==> src/rtl/cpu_dmem_arbiter.sv <==
// Two-port round-robin arbiter onto a 16-bit big-endian data bus; long accesses split into two beats.
// Optional beat timeout enabled by defining MOX125_DMEM_TIMEOUT_EN.
module cpu_dmem_arbiter #(
  parameter int TIMEOUT_CYCLES = 255
) (
  input  logic        clk_i,
  input  logic        rst_i,
  input  logic        reqa_i,
  input  logic        reqa_we_i,
  input  logic [1:0]  reqa_size_i,
  input  logic [31:0] reqa_addr_i,
  input  logic [31:0] reqa_data_i,
  input  logic        reqb_i,
  input  logic        reqb_we_i,
  input  logic [1:0]  reqb_size_i,
  input  logic [31:0] reqb_addr_i,
  input  logic [31:0] reqb_data_i,
  output logic        acka_o,
  output logic        ackb_o,
  output logic [31:0] rdata_o,
  output logic        err_o,
  output logic        busy_o,
  output logic [31:0] dmem_address_o,
  output logic [15:0] dmem_data_o,
  input  logic [15:0] dmem_data_i,
  output logic [1:0]  dmem_sel_o,
  output logic        dmem_stb_o,
  output logic        dmem_cyc_o,
  output logic        dmem_we_o,
  input  logic        dmem_ack_i,
  output logic [1:0]  dbg_state_o
);

  // Handshake: a requester raises req with stable fields and keeps them until
  // its one-cycle ack pulse; it drops req during that ack cycle.
  typedef enum logic [1:0] {IDLE = 2'd0, BEAT1 = 2'd1, BEAT2 = 2'd2, DONE = 2'd3} state_t;

  state_t      state;
  logic        grant_b;
  logic        last_b;
  logic        we_q;
  logic        byte_q;
  logic        long_q;
  logic        err_q;
  logic [31:0] addr_q;
  logic [15:0] lo_q;
  logic [15:0] rhi_q;
  logic        timed_out;

  logic        sel_b;
  logic        r_we;
  logic [1:0]  r_size;
  logic [31:0] r_addr;
  logic [31:0] r_data;
  logic        r_byte;
  logic        r_long;
  logic [31:0] b1_addr;
  logic [15:0] b1_data;
  logic [1:0]  b1_sel;

  // B wins when it is alone or when A was the previous grant.
  assign sel_b  = reqb_i & (~reqa_i | ~last_b);
  assign r_we   = sel_b ? reqb_we_i   : reqa_we_i;
  assign r_size = sel_b ? reqb_size_i : reqa_size_i;
  assign r_addr = sel_b ? reqb_addr_i : reqa_addr_i;
  assign r_data = sel_b ? reqb_data_i : reqa_data_i;
  assign r_byte = (r_size == 2'b00);
  assign r_long = r_size[1];

  always_comb begin
    b1_addr = {r_addr[31:1], 1'b0};
    b1_sel  = 2'b11;
    b1_data = r_long ? r_data[31:16] : r_data[15:0];
    if (r_byte) begin
      b1_addr = r_addr;
      b1_sel  = r_addr[0] ? 2'b01 : 2'b10;
      b1_data = r_addr[0] ? {8'h00, r_data[7:0]} : {r_data[7:0], 8'h00};
    end
  end

`ifdef MOX125_DMEM_TIMEOUT_EN
  localparam int TW = (TIMEOUT_CYCLES > 1) ? $clog2(TIMEOUT_CYCLES) : 1;
  logic [TW-1:0] tcnt;

  // Restarts from zero whenever a beat is entered or completes.
  always_ff @(posedge clk_i) begin
    if (rst_i || dmem_ack_i || !(state == BEAT1 || state == BEAT2))
      tcnt <= '0;
    else
      tcnt <= tcnt + 1'b1;
  end

  assign timed_out = (tcnt == TW'(TIMEOUT_CYCLES - 1));
`else
  logic unused_cfg;
  assign unused_cfg = ^TIMEOUT_CYCLES;
  assign timed_out  = 1'b0;
`endif

  assign dbg_state_o = state;

  always_ff @(posedge clk_i) begin
    if (rst_i) begin
      state          <= IDLE;
      last_b         <= 1'b1;
      grant_b        <= 1'b0;
      we_q           <= 1'b0;
      byte_q         <= 1'b0;
      long_q         <= 1'b0;
      err_q          <= 1'b0;
      addr_q         <= '0;
      lo_q           <= '0;
      rhi_q          <= '0;
      acka_o         <= 1'b0;
      ackb_o         <= 1'b0;
      rdata_o        <= '0;
      err_o          <= 1'b0;
      busy_o         <= 1'b0;
      dmem_address_o <= '0;
      dmem_data_o    <= '0;
      dmem_sel_o     <= '0;
      dmem_stb_o     <= 1'b0;
      dmem_cyc_o     <= 1'b0;
      dmem_we_o      <= 1'b0;
    end else begin
      acka_o <= 1'b0;
      ackb_o <= 1'b0;
      err_o  <= 1'b0;
      case (state)
        IDLE: begin
          if (reqa_i || reqb_i) begin
            grant_b        <= sel_b;
            last_b         <= sel_b;
            we_q           <= r_we;
            byte_q         <= r_byte;
            long_q         <= r_long;
            err_q          <= 1'b0;
            addr_q         <= r_addr;
            lo_q           <= r_data[15:0];
            dmem_address_o <= b1_addr;
            dmem_data_o    <= b1_data;
            dmem_sel_o     <= b1_sel;
            dmem_we_o      <= r_we;
            dmem_stb_o     <= 1'b1;
            dmem_cyc_o     <= 1'b1;
            busy_o         <= 1'b1;
            state          <= BEAT1;
          end
        end
        BEAT1: begin
          if (dmem_ack_i) begin
            if (long_q) begin
              dmem_address_o <= {addr_q[31:1], 1'b0} + 32'd2;
              dmem_data_o    <= lo_q;
              rhi_q          <= dmem_data_i;
              state          <= BEAT2;
            end else begin
              dmem_stb_o <= 1'b0;
              dmem_cyc_o <= 1'b0;
              if (!we_q) begin
                if (byte_q)
                  rdata_o <= {24'h0, addr_q[0] ? dmem_data_i[7:0] : dmem_data_i[15:8]};
                else
                  rdata_o <= {16'h0, dmem_data_i};
              end
              state <= DONE;
            end
          end else if (timed_out) begin
            dmem_stb_o <= 1'b0;
            dmem_cyc_o <= 1'b0;
            err_q      <= 1'b1;
            state      <= DONE;
          end
        end
        BEAT2: begin
          if (dmem_ack_i) begin
            dmem_stb_o <= 1'b0;
            dmem_cyc_o <= 1'b0;
            if (!we_q)
              rdata_o <= {rhi_q, dmem_data_i};
            state <= DONE;
          end else if (timed_out) begin
            dmem_stb_o <= 1'b0;
            dmem_cyc_o <= 1'b0;
            err_q      <= 1'b1;
            state      <= DONE;
          end
        end
        DONE: begin
          acka_o <= ~grant_b;
          ackb_o <= grant_b;
          err_o  <= err_q;
          busy_o <= 1'b0;
          state  <= IDLE;
        end
      endcase
    end
  end

endmodule
==> config.mk <==
export PLATFORM = sky130hd
export DESIGN_NAME = cpu_dmem_arbiter
export DESIGN_NICKNAME = d
export VERILOG_FILES = /design/src/rtl/cpu_dmem_arbiter.sv
export SDC_FILE = /design/constraint.sdc
export NUM_CORES = 1
export LEC_CHECK = 0
export ABC_AREA = 1
export CAP_MARGIN = 20
export CORE_MARGIN = 1.5
export CORE_UTILIZATION = 53
export CTS_BUF_LIST = sky130_fd_sc_hd__clkbuf_4 sky130_fd_sc_hd__clkbuf_8
export CTS_CLUSTER_DIAMETER = 40
export DETAILED_ROUTE_END_ITERATION = 6
export PLACE_DENSITY = 0.87
export SYNTH_ARGS = -nofsm -noshare
export SYNTH_HDL_FRONTEND = slang
export SYNTH_SLANG_ARGS = --single-unit
==> constraint.sdc <==
create_clock -name clk_i -period 3.7 [get_ports clk_i]
set_input_delay 0.74 -clock clk_i [delete_from_list [all_inputs] [get_ports clk_i]]
set_output_delay 0.74 -clock clk_i [all_outputs]
set_load 0.05 [all_outputs]
Fig. 1: metal 2
Drawn at 2 px/micron. Cells faint in the background.
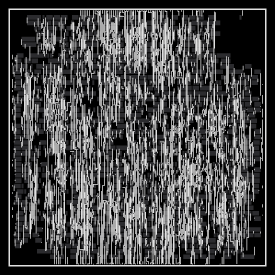
main direction: vertical
wire length on this layer: 12400 microns

Fig. 2: cell sizes after repair
Drawn at 4 px/micron.
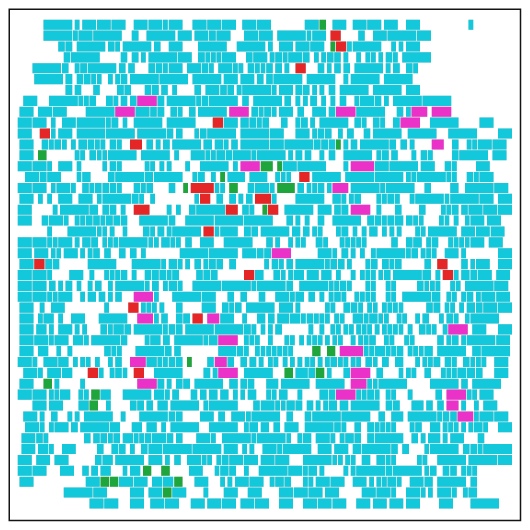
legend:
  x2:
    colour: green
    cells: 25
    most_used: or2_2
  x3 and x4:
    colour: red
    cells: 22
    most_used: buf_4
  x6 and larger:
    colour: magenta
    cells: 29
    most_used: clkbuf_8
  x1 and smaller:
    colour: cyan
    cells: 1391
    most_used: nand2_1
cell area after layout: 11000 sq um
layout overhead on the synthesized area: 33.9%
Buffers, non-clock: 260
Final Worst Setup Slack: 0.879 ns

==> impl_metrics.env <==
# yosys + openroad results
export IMPL_post_synth_top_area_share=0.383
export IMPL_hold_ws_ns=0.449
export IMPL_finalSetupViolations=0
export IMPL_final_hold_violation_count=0
export IMPL_layout_top_cell_excl_fill_tap="sky130_fd_sc_hd__nand2_1"
export IMPL_worst_hold_path_type="reg2reg"
export IMPL_max_cap_violations=0
export IMPL_drt_met1_wl_mm=10.5
export IMPL_rsz0062_at_grt="false"
export IMPL_grt_busiest_layer="met2"
export IMPL_topCombFamilyByArea="simple AND/OR/NAND/NOR gates"
export IMPL_layout_nonclk_buf_frac=0.233
export IMPL_worst_endpoint_arrival_ns=3.23
export IMPL_floorplan_die_area_sq_um=16200
export IMPL_postSynthAreaPerCell_sq_um=6.52
export IMPL_grt_pass1_wl_mm=42.3
export IMPL_synth_nets=1419
export IMPL_synth_edff_count=0
export IMPL_power_top_consumer="combinational logic"
export IMPL_power_density_nw_per_um2=766
export IMPL_pwr_share_seq=0.313
export IMPL_stage_log_warnings=29
export IMPL_ioPinCount=246
export IMPL_setup_worst_path_start_class="flop"
export IMPL_detail_route_antenna_nets=0
export IMPL_synth_cell_type_count=34
export IMPL_critPathKind="reg2reg"
export IMPL_groute_layer_met2_usage=0.538
export IMPL_synthFlopType="sky130_fd_sc_hd__dfxtp_1"
export IMPL_grt_max_degree=91
export IMPL_fp_util=0.542
export IMPL_top_cells_by_count="sky130_fd_sc_hd__nand2_1, sky130_fd_sc_hd__dfxtp_1, sky130_fd_sc_hd__nand3_1, sky130_fd_sc_hd__a21oi_1, sky130_fd_sc_hd__nor2_1"
export IMPL_seqCellArea_sq_um=3140
export IMPL_worst_endpoint_required_ns=4.11
export IMPL_area_leaders="sky130_fd_sc_hd__dfxtp_1, sky130_fd_sc_hd__nand2_1, sky130_fd_sc_hd__nand3_1, sky130_fd_sc_hd__a21oi_1, sky130_fd_sc_hd__o21ai_0"
export IMPL_async_sr_flop_fraction=0
export IMPL_logic_gates=940
export IMPL_ys_flops=157
export IMPL_logic_area_sq_um=4360
export IMPL_critical_path_max_stage_delay_ns=0.45
export IMPL_fp_dieW_microns=127
export IMPL_ys_cells=1259
export IMPL_comb_cell_share=0.397
export IMPL_tritoncts="built"
export IMPL_final_clkbuf_count=17
export IMPL_p_leak_nw=4.43
export IMPL_n_fill_cell=1256
export IMPL_power_combinational_w=0.00449
export IMPL_clock_tree_skew_after_final_layout_ns=0.0125
export IMPL_ffs_latches=157
export IMPL_fmaxAchievable_mhz=354
export IMPL_report_power_total_w=0.00842
export IMPL_hold_path_cell_count=1
export IMPL_critical_path_endpoint="rdata_o[15]"
export IMPL_max_vdd_ir_drop_mv=0.559
export IMPL_slowest_stage="sky130_fd_sc_hd__inv_2"
export IMPL_run_status="complete, no violations"
export IMPL_cts_buffers_inserted=17
export IMPL_chipHeight_microns=127
export IMPL_preCtsSetupSlack_ns=0.672
export IMPL_coreArea_sq_um=15100
export IMPL_cts_resized_gates=0
export IMPL_cts_num_sinks=157
export IMPL_synth_chip_area_sq_um=8210
export IMPL_maxUsedRoutingLayer="met4"
export IMPL_cts_root_buf="sky130_fd_sc_hd__clkbuf_8"
export IMPL_vias_per_cell=5.62
export IMPL_met2_wirelength_mm=12.4
export IMPL_final_period_minus_worst_setup_slack_ns=2.82
export IMPL_stdcell_count=1656
export IMPL_routed_wire_length_per_instance_microns=15.8
export IMPL_antennaDiodeCount=1
export IMPL_biggestRegsByFlops="addr_q x32, dmem_address_o x32, rdata_o x32"
export IMPL_drive_above_1_share=0.0518
export IMPL_finalSetupTns_ns=0
export IMPL_netlist_area_sq_um=8210
export IMPL_critPathMaxFanout=33
export IMPL_grt_pass1_vias=8654
export IMPL_ys_sh_xor=0.00747
export IMPL_most_common_layout_cells="sky130_fd_sc_hd__nand2_1, sky130_fd_sc_hd__clkdlybuf4s50_1, sky130_fd_sc_hd__dfxtp_1"
export IMPL_clk_share=0.0359
export IMPL_yosys_area_share_simple=0.328
export IMPL_clk_power_w=0.00130
export IMPL_syn_instance_count=1259
export IMPL_holdCritStartpoint="grant_b"
export IMPL_switching_share=0.506
export IMPL_first_pass_iters=6
export IMPL_worstSetupPathDepth=10
export IMPL_netSwitchingPower_w=0.00426
export IMPL_cpLargestDelayFamily="buffers and inverters"
export IMPL_taps=188
export IMPL_postCtsHoldBufs=0
export IMPL_grt_overflow=0
export IMPL_gpl_final_weighted_congestion=0.912
export IMPL_drt_iter0_drc=838
export IMPL_hold_path_end="acka_o"
export IMPL_crit_chain="inv_1, ha_1, inv_2, nor2_1, a211oi_2, nand2_1, buf_4, inv_2, nand3_1, a21oi_1"
export IMPL_dp_hpwl_mm=18.7
export IMPL_met1_usage=0.406
export IMPL_postCtsSetupBuffers=0
export IMPL_clock_latency_late_pin_ns=0.48
export IMPL_yosys_stat_seqShare=0.383
export IMPL_finalNetCount=1614
export IMPL_portion_of_total_power_attributed_to_the_clock_network=0.154
export IMPL_fin_util=0.725
export IMPL_yosys_cell_count_top_type="sky130_fd_sc_hd__nand2_1"
export IMPL_combPwrFrac=0.533
export IMPL_crit_reg2reg_capture="rdata_o[15]"
export IMPL_cts_reportedPaths_clkPinSlew_ns=0.10
export IMPL_cellInternalPower_w=0.00416
export IMPL_critPathMostFrequentCell="sky130_fd_sc_hd__inv_2"
export IMPL_dr_wl_met3_mm=2.40
export IMPL_area_fraction_in_compound_gates_after_synthesis=0.187
export IMPL_floorplan_rows=45
Fig. 3: the metal 3 layer
Drawn at 2 px/micron.
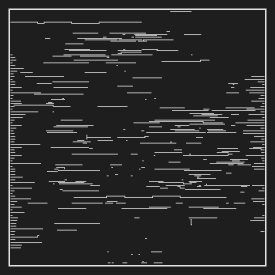
nets with wire on the layer: 237
share of all routed wire: 9.2%
main direction: horizontal
longest straight run: 29.9 microns
wire length on this layer: 2400 microns
wirelength, routed: 26.2 mm
global routing usage on met3: 0.0741

